$ cat config.mk
export PLATFORM = sky130hd
export DESIGN_NAME = wb_arbiter2
export DESIGN_NICKNAME = d
export VERILOG_FILES = /design/src/rtl/wb_arbiter2.sv
export SDC_FILE = /design/constraint.sdc
export NUM_CORES = 1
export LEC_CHECK = 0
export ABC_AREA = 1
export CAP_MARGIN = 20
export CORE_AREA = 4 4 121 123
export DETAILED_ROUTE_END_ITERATION = 8
export DIE_AREA = 0 0 125 127
export GPL_TIMING_DRIVEN = 0
export HOLD_SLACK_MARGIN = 0.03
export PLACE_DENSITY = 0.63
export REMOVE_ABC_BUFFERS = 1
export SYNTH_ARGS = -nofsm -noshare
export SYNTH_HDL_FRONTEND = slang
export SYNTH_SLANG_ARGS = --single-unit
$ cat constraint.sdc
create_clock -name i_clk -period 4.45 [get_ports i_clk]
set_input_delay 1.1125 -clock i_clk [delete_from_list [all_inputs] [get_ports i_clk]]
set_output_delay 1.1125 -clock i_clk [all_outputs]
set_load 0.1 [all_outputs]
$ cat src/rtl/wb_arbiter2.sv
// wb_arbiter2: two-master, one-slave arbiter for the pipelined Wishbone bus.
//
// Master A (core data port) and master B (debug loader / DMA) share one slave
// port. Ownership is granted round-robin and held for the owner's whole cyc
// window. The arbiter counts accepted-but-unanswered requests, stalls the owner
// at MAX_OUTSTANDING, and aborts the bus with an error if the slave stays
// silent for TIMEOUT_CYCLES while requests are pending.
//
// Ports:
//   i_clk, i_reset                 clock, asynchronous active-high reset
//   a_cyc/a_stb/a_we/a_addr/a_mosi/a_sel   master A request
//   a_ack/a_stall/a_err/a_miso              master A response
//   b_*                            master B, same set as master A
//   s_cyc/s_stb/s_we/s_addr/s_mosi/s_sel   slave-side request
//   s_ack/s_stall/s_err/s_miso              slave response
//   o_owner                        0 none, 1 A, 2 B (ABORT keeps the aborted owner)
//   o_timeout                      one-cycle pulse on the first ABORT cycle
//
// state  | meaning
// -------+-----------------------------------------------------------
// IDLE   | no owner; arbitrate among raised cyc lines
// OWN_A  | master A owns the bus, request/response muxed to A
// OWN_B  | master B owns the bus, request/response muxed to B
// ABORT  | slave timed out; bus dropped until the owner releases cyc

module wb_arbiter2 #(
    parameter int MAX_OUTSTANDING = 4,
    parameter int TIMEOUT_CYCLES  = 1024,
    parameter int CNT_W           = 11
) (
    input  logic        i_clk,
    input  logic        i_reset,

    input  logic        a_cyc,
    input  logic        a_stb,
    input  logic        a_we,
    input  logic [29:0] a_addr,
    input  logic [31:0] a_mosi,
    input  logic [3:0]  a_sel,
    output logic        a_ack,
    output logic        a_stall,
    output logic        a_err,
    output logic [31:0] a_miso,

    input  logic        b_cyc,
    input  logic        b_stb,
    input  logic        b_we,
    input  logic [29:0] b_addr,
    input  logic [31:0] b_mosi,
    input  logic [3:0]  b_sel,
    output logic        b_ack,
    output logic        b_stall,
    output logic        b_err,
    output logic [31:0] b_miso,

    output logic        s_cyc,
    output logic        s_stb,
    output logic        s_we,
    output logic [29:0] s_addr,
    output logic [31:0] s_mosi,
    output logic [3:0]  s_sel,
    input  logic        s_ack,
    input  logic        s_stall,
    input  logic        s_err,
    input  logic [31:0] s_miso,

    output logic [1:0]  o_owner,
    output logic        o_timeout
);

    localparam int               OUT_W    = $clog2(MAX_OUTSTANDING + 1);
    localparam logic [OUT_W-1:0] OUT_MAX  = OUT_W'(MAX_OUTSTANDING);
    localparam logic [CNT_W-1:0] TMR_LAST = CNT_W'(TIMEOUT_CYCLES - 1);

    typedef enum logic [1:0] {IDLE, OWN_A, OWN_B, ABORT} state_t;

    state_t           state;
    logic             last_b;
    logic [OUT_W-1:0] outstanding;
    logic [CNT_W-1:0] timer;

    logic             sel_a, sel_b;
    logic             at_limit, have_out;
    logic             accept, resp, quiet, fire;
    logic             own_cyc, other_cyc;
    logic [CNT_W-1:0] timer_inc;

    assign sel_a    = (state == OWN_A);
    assign sel_b    = (state == OWN_B);
    assign at_limit = (outstanding == OUT_MAX);
    assign have_out = (outstanding != '0);

    always_comb begin
        s_cyc  = 1'b0;
        s_stb  = 1'b0;
        s_we   = 1'b0;
        s_addr = '0;
        s_mosi = '0;
        s_sel  = '0;
        if (sel_a) begin
            s_cyc  = a_cyc;
            s_stb  = a_stb & ~at_limit;
            s_we   = a_we;
            s_addr = a_addr;
            s_mosi = a_mosi;
            s_sel  = a_sel;
        end else if (sel_b) begin
            s_cyc  = b_cyc;
            s_stb  = b_stb & ~at_limit;
            s_we   = b_we;
            s_addr = b_addr;
            s_mosi = b_mosi;
            s_sel  = b_sel;
        end
    end

    // Responses only count while something is pending; a stray ack is dropped.
    assign a_stall = ~sel_a | s_stall | at_limit;
    assign b_stall = ~sel_b | s_stall | at_limit;
    assign a_ack   = sel_a & s_ack & have_out;
    assign b_ack   = sel_b & s_ack & have_out;
    assign a_err   = (sel_a & s_err & have_out) |
                     ((state == ABORT) & (o_owner == 2'd1) & o_timeout);
    assign b_err   = (sel_b & s_err & have_out) |
                     ((state == ABORT) & (o_owner == 2'd2) & o_timeout);
    assign a_miso  = sel_a ? s_miso : '0;
    assign b_miso  = sel_b ? s_miso : '0;

    assign accept    = s_stb & ~s_stall;
    assign resp      = (s_ack | s_err) & have_out;
    assign quiet     = have_out & ~s_ack & ~s_err & ~accept;
    assign timer_inc = timer + CNT_W'(1);
    // Abort on the edge where the timer would step onto TIMEOUT_CYCLES-1, so
    // the error appears TIMEOUT_CYCLES cycles after the last accepted request.
    assign fire      = (sel_a | sel_b) & quiet & (timer_inc == TMR_LAST);

    assign own_cyc   = o_owner[1] ? b_cyc : a_cyc;
    assign other_cyc = o_owner[1] ? a_cyc : b_cyc;

    always_ff @(posedge i_clk or posedge i_reset) begin
        if (i_reset) begin
            state       <= IDLE;
            last_b      <= 1'b1;
            outstanding <= '0;
            timer       <= '0;
            o_owner     <= 2'd0;
            o_timeout   <= 1'b0;
        end else begin
            o_timeout <= 1'b0;
            if ((state != IDLE) && !own_cyc) begin
                // Owner released: hand straight over if the other master waits.
                last_b      <= o_owner[1];
                outstanding <= '0;
                timer       <= '0;
                if (other_cyc) begin
                    state   <= o_owner[1] ? OWN_A : OWN_B;
                    o_owner <= o_owner[1] ? 2'd1 : 2'd2;
                end else begin
                    state   <= IDLE;
                    o_owner <= 2'd0;
                end
            end else begin
                case (state)
                    IDLE: begin
                        outstanding <= '0;
                        timer       <= '0;
                        if (a_cyc && (!b_cyc || last_b)) begin
                            state   <= OWN_A;
                            o_owner <= 2'd1;
                        end else if (b_cyc) begin
                            state   <= OWN_B;
                            o_owner <= 2'd2;
                        end
                    end
                    OWN_A, OWN_B: begin
                        if (fire) begin
                            state       <= ABORT;
                            o_timeout   <= 1'b1;
                            outstanding <= '0;
                            timer       <= '0;
                        end else begin
                            if (accept && !resp) begin
                                outstanding <= outstanding + OUT_W'(1);
                            end else if (resp && !accept) begin
                                outstanding <= outstanding - OUT_W'(1);
                            end
                            timer <= (s_ack | s_err | accept | ~have_out) ? '0 : timer_inc;
                        end
                    end
                    ABORT: begin
                        outstanding <= '0;
                        timer       <= '0;
                    end
                    default: begin
                        state <= IDLE;
                    end
                endcase
            end
        end
    end

endmodule

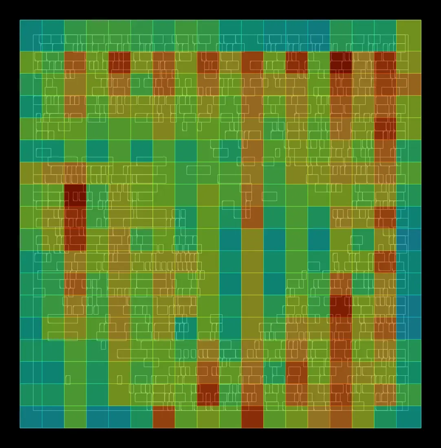
Fig. 1. Routing congestion.
M3 GR Usage: 0.0410
Avg WL per Cell: 15.8 um
GRT met1 Usage: 0.243
GRT Max-Usage Layer: met2
M2 GR Usage: 0.330

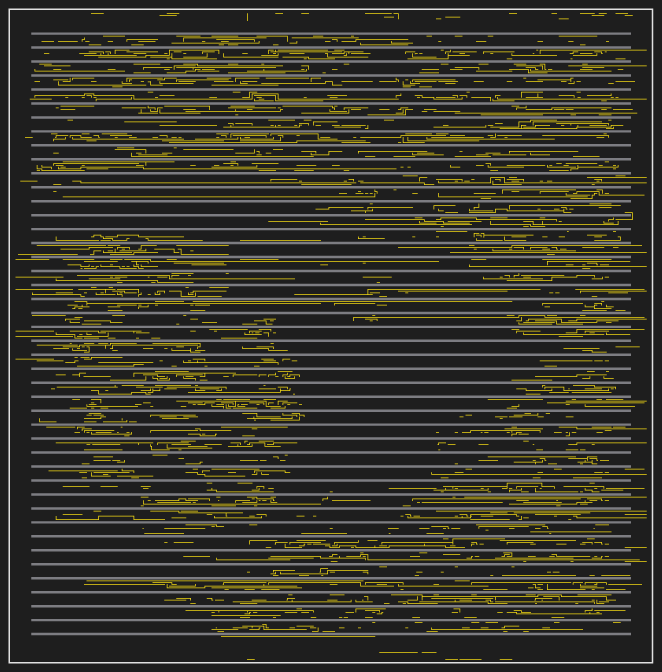
Fig. 2. Metal 1.
Supply wires on this layer in gray.
The longest straight run is 62.1 um. The layer carries 6840 um of wire. The layer holds 42% of the routed length. 921 nets have wire on it. The wires run mostly horizontal.

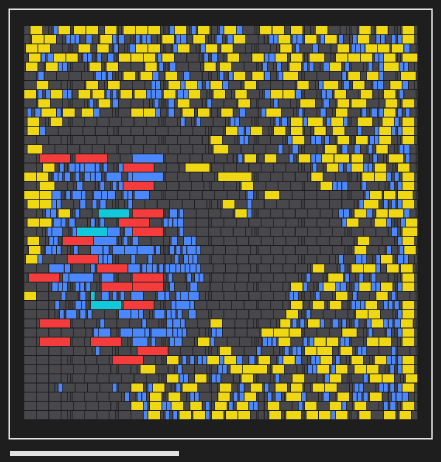
Fig. 3. Cell classes on the final placement.
The bar under the picture is 50 um long. Fill, decap, tap and diode cells in gray.
Key: clock drivers and dummy loads = cyan [cells 4, share of their area 1.3%]; sequential cells = red [cells 20, share of their area 8.1%]; remaining buffers and delay cells = yellow [cells 319, share of their area 54%]; combinational and other logic = blue [cells 506, share of their area 37%]

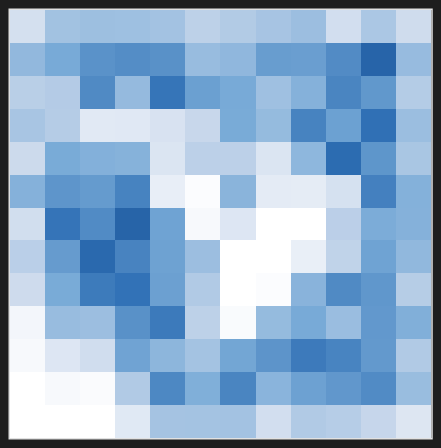
Fig. 4. Cell area per tile.
12 x 13 tiles, from white (low) to dark blue (high), 0 to 100% covered.
The densest ninth of the die: west. 2.6% of the tiles are over 75% full. The mean over all tiles is 39%. 7.1% of the tiles are nearly empty. The fullest tile reaches 79%.

==> flow_summary_export.csv <==
group,metric,value,unit
clock_network,htree_levels,1,
setup_path,cp-start-kind,"flip-flop",
routing,drtPass1Iterations,4,
floorplan,die.size.y,127,um
setup_path,cp_data_required_time,3.34,ns
synth,ys_area,2890,um^2
min_path,holdCritPathClass,"flip-flop to flip-flop",
synth,syn_area_per_cell,5.20,um^2
setup_path,worstSetupEndpointType,"output port",
routing,vias_per_cell,4.17,
timing,period_used_share,0.973,
setup_path,crit_type,"flip-flop to output port",
run,maxCapViolCount,0,
routing,ant_nets,0,
synth,ys_async_sr_fraction,1.00,
placed_design,dp.cells,1025,
routing,via_count,4294,
placed_design,hpwl,13.4,mm
timing,final.setup_skew,0.00333,ns
clock_network,postCtsHoldBufs,0,
run,warnings,29,
timing,worstMarginPinSlew,1.06,ns
setup_path,crit_fanout,35,
timing,setup_viol,0,
synth,enable_flop_cells,0,
clock_network,cts_setup_buffers,0,
cells_and_area,area_growth,121,%
synth,seq_area_frac_synth,0.173,
routing,drt_iter0_markers,216,
cells_and_area,final_nets,1033,
floorplan,chipArea,15900,um^2
floorplan,initial_core_util,0.212,
cells_and_area,fin_cells,1029,
timing,min_period,4.33,ns
timing,slew_headroom,0.294,
routing,drt-total-wl,16.2,mm
setup_path,worstPathArrival,3.22,ns
synth,flop_cell,"dfrtp_1",
clock_network,clkTransAtPathRegs,0.05,ns
setup_path,max_stage_delay,1.15,ns
grt,grt_pass1_wl,23.7,mm
grt,grt_overflow_total,0,
grt,track_usage,0.187,
clock_network,cts_num_sinks,20,
clock_network,clkLatencyLatePin,0.25,ns
cells_and_area,logic_area,1930,um^2
timing,hold_viol,0,
cells_and_area,fillers,1427,
cells_and_area,regArea,502,um^2
timing,fin_hold_ws,0.497,ns
clock_network,cts_buffers,3,
placed_design,io_buffers,316,
grt,grt_max_degree,90,
floorplan,ios,317,
setup_path,slowest_stage,"clkdlybuf4s50_1",
clock_network,cts-root-buf,"clkbuf_16",
timing,slew_violations,0,
grt,first_global_vias,4004,
timing,max_freq,0.231,GHz
cells_and_area,final_core_util,0.469,
cells_and_area,antennaDiodeCount,0,
floorplan,fp.dieW,125,um
outcome,status,"complete, no violations",
synth,ys_types,31,
synth,synth-seq-cells,20,
grt,antenna_found_initial,1,
floorplan,rows,43,
clock_network,clockBufferDepth,2,
cells_and_area,drive_gt1_frac,0.0459,
synth,synth_cells,557,
synth,ys_cells,557,
placed_design,gp_congestion,0.861,
setup_path,crit_chain,"inv_1, ha_4, inv_2, buf_12, nand3_1, nand2_1, clkdlybuf4s50_1",
routing,drc,0,
clock_network,cts_tree,"built",
synth,syn_area,2890,um^2
timing,finalSetupTns,0,ns
floorplan,core_area,13700,um^2
synth,yosysWarningCount,0,
-- layout by cell type (no fill, tap or decap), types with 5 or more instances in the layout --
cell             count
clkdlybuf4s50_1    284
nor2_1              21
ha_1                 5
nor3_2               8
inv_1               93
dfrtp_1             19
o21ai_0              7
nand2_1            251
nand3_1             80
dlymetal6s2s_1      31
nand2_2              5
nor2_2               6
-- cell type report --
type,count,share of cell area
sequential,20,0.0783
tap,180,0.0352
timing repair buffer,319,0.516
inverter,96,0.0563
clock buffer,4,0.0123
multi-input combinational,410,0.302
-- synth_stat cells, types with 2 or more instances --
cell type	count	share of area
a21oi_1	3	0.0052
nor2_2	6	0.013
o31ai_1	2	0.0052
buf_1	3	0.0039
nand2_2	5	0.011
clkbuf_1	26	0.034
nor3_2	8	0.028
nor2_1	21	0.027
nand2_1	251	0.33
inv_1	93	0.12
ha_1	7	0.030
inv_2	3	0.0039
nor3_1	4	0.0069
o21ai_0	7	0.012
dfrtp_1	19	0.16
o21ai_2	2	0.0061
nand3_2	3	0.010
nand3_1	80	0.14
xor2_1	2	0.0061
-- cell families after synthesis --
logic type / Yosys count / synth area share
flops: 20 / 0.173
buf+inv: 127 / 0.168
compound gates: 17 / 0.0402
fa+ha+maj: 8 / 0.0372
xor+xnor: 2 / 0.00605
simple gates: 383 / 0.575
-- repair_timing --
action	in CTS	in global routing
setup endpoints to repair	1	31
resized	1	31
pin swaps	0	0
-- metrics by stage --
step / instance area [um^2] / setup slack, ns
final: 6400 / 0.120
after global routing: 6400 / -0.000667
after CTS: 6330 / 0.00446
after detailed placement: 6250 / 0.243
after global placement: 6160 / -3.55
after floorplan: 2770 / -1.43
-- worst max-delay path, delay by kind of cell, from the launching register on --
family | cells | cell delay [ns]
adders and majority gates | 1 | 0.26
buffers and inverters | 4 | 2.06
DFF | 1 | 0.43
and+or+nand+nor | 2 | 0.17
-- worst paths after layout --
kind / from / endpoint / slack (ns) / cells after the start
setup reg to reg: state[1] / outstanding[2] / 1.52 / 13
max in group asynchronous: i_reset / timer[10] / 2.66 / 2
setup / recovery: state[1] / s_addr[28] / 0.12 / 7
min in group asynchronous: i_reset / outstanding[2] / 1.30 / 2
hold reg to reg: last_b / last_b / 0.50 / 2
hold / removal: last_b / last_b / 0.50 / 2
-- sequential cells by signal, summed over array words and instances, names as in the netlist --
signal and count:
timer 11, outstanding 3, state 2, last_b 1, o_timeout 1, o_owner 2
-- per-layer routing --
| metal | global-route usage | vias to the layer above | share of wire |
|---|---|---|---|
| li1 | - | 2264 | - |
| met1 | 0.243 | 1873 | 0.42 |
| met2 | 0.330 | 143 | 0.50 |
| met3 | 0.0410 | 12 | 0.070 |
| met4 | 0.0242 | 2 | 0.0087 |
| met5 | 0 | - | 0.00080 |
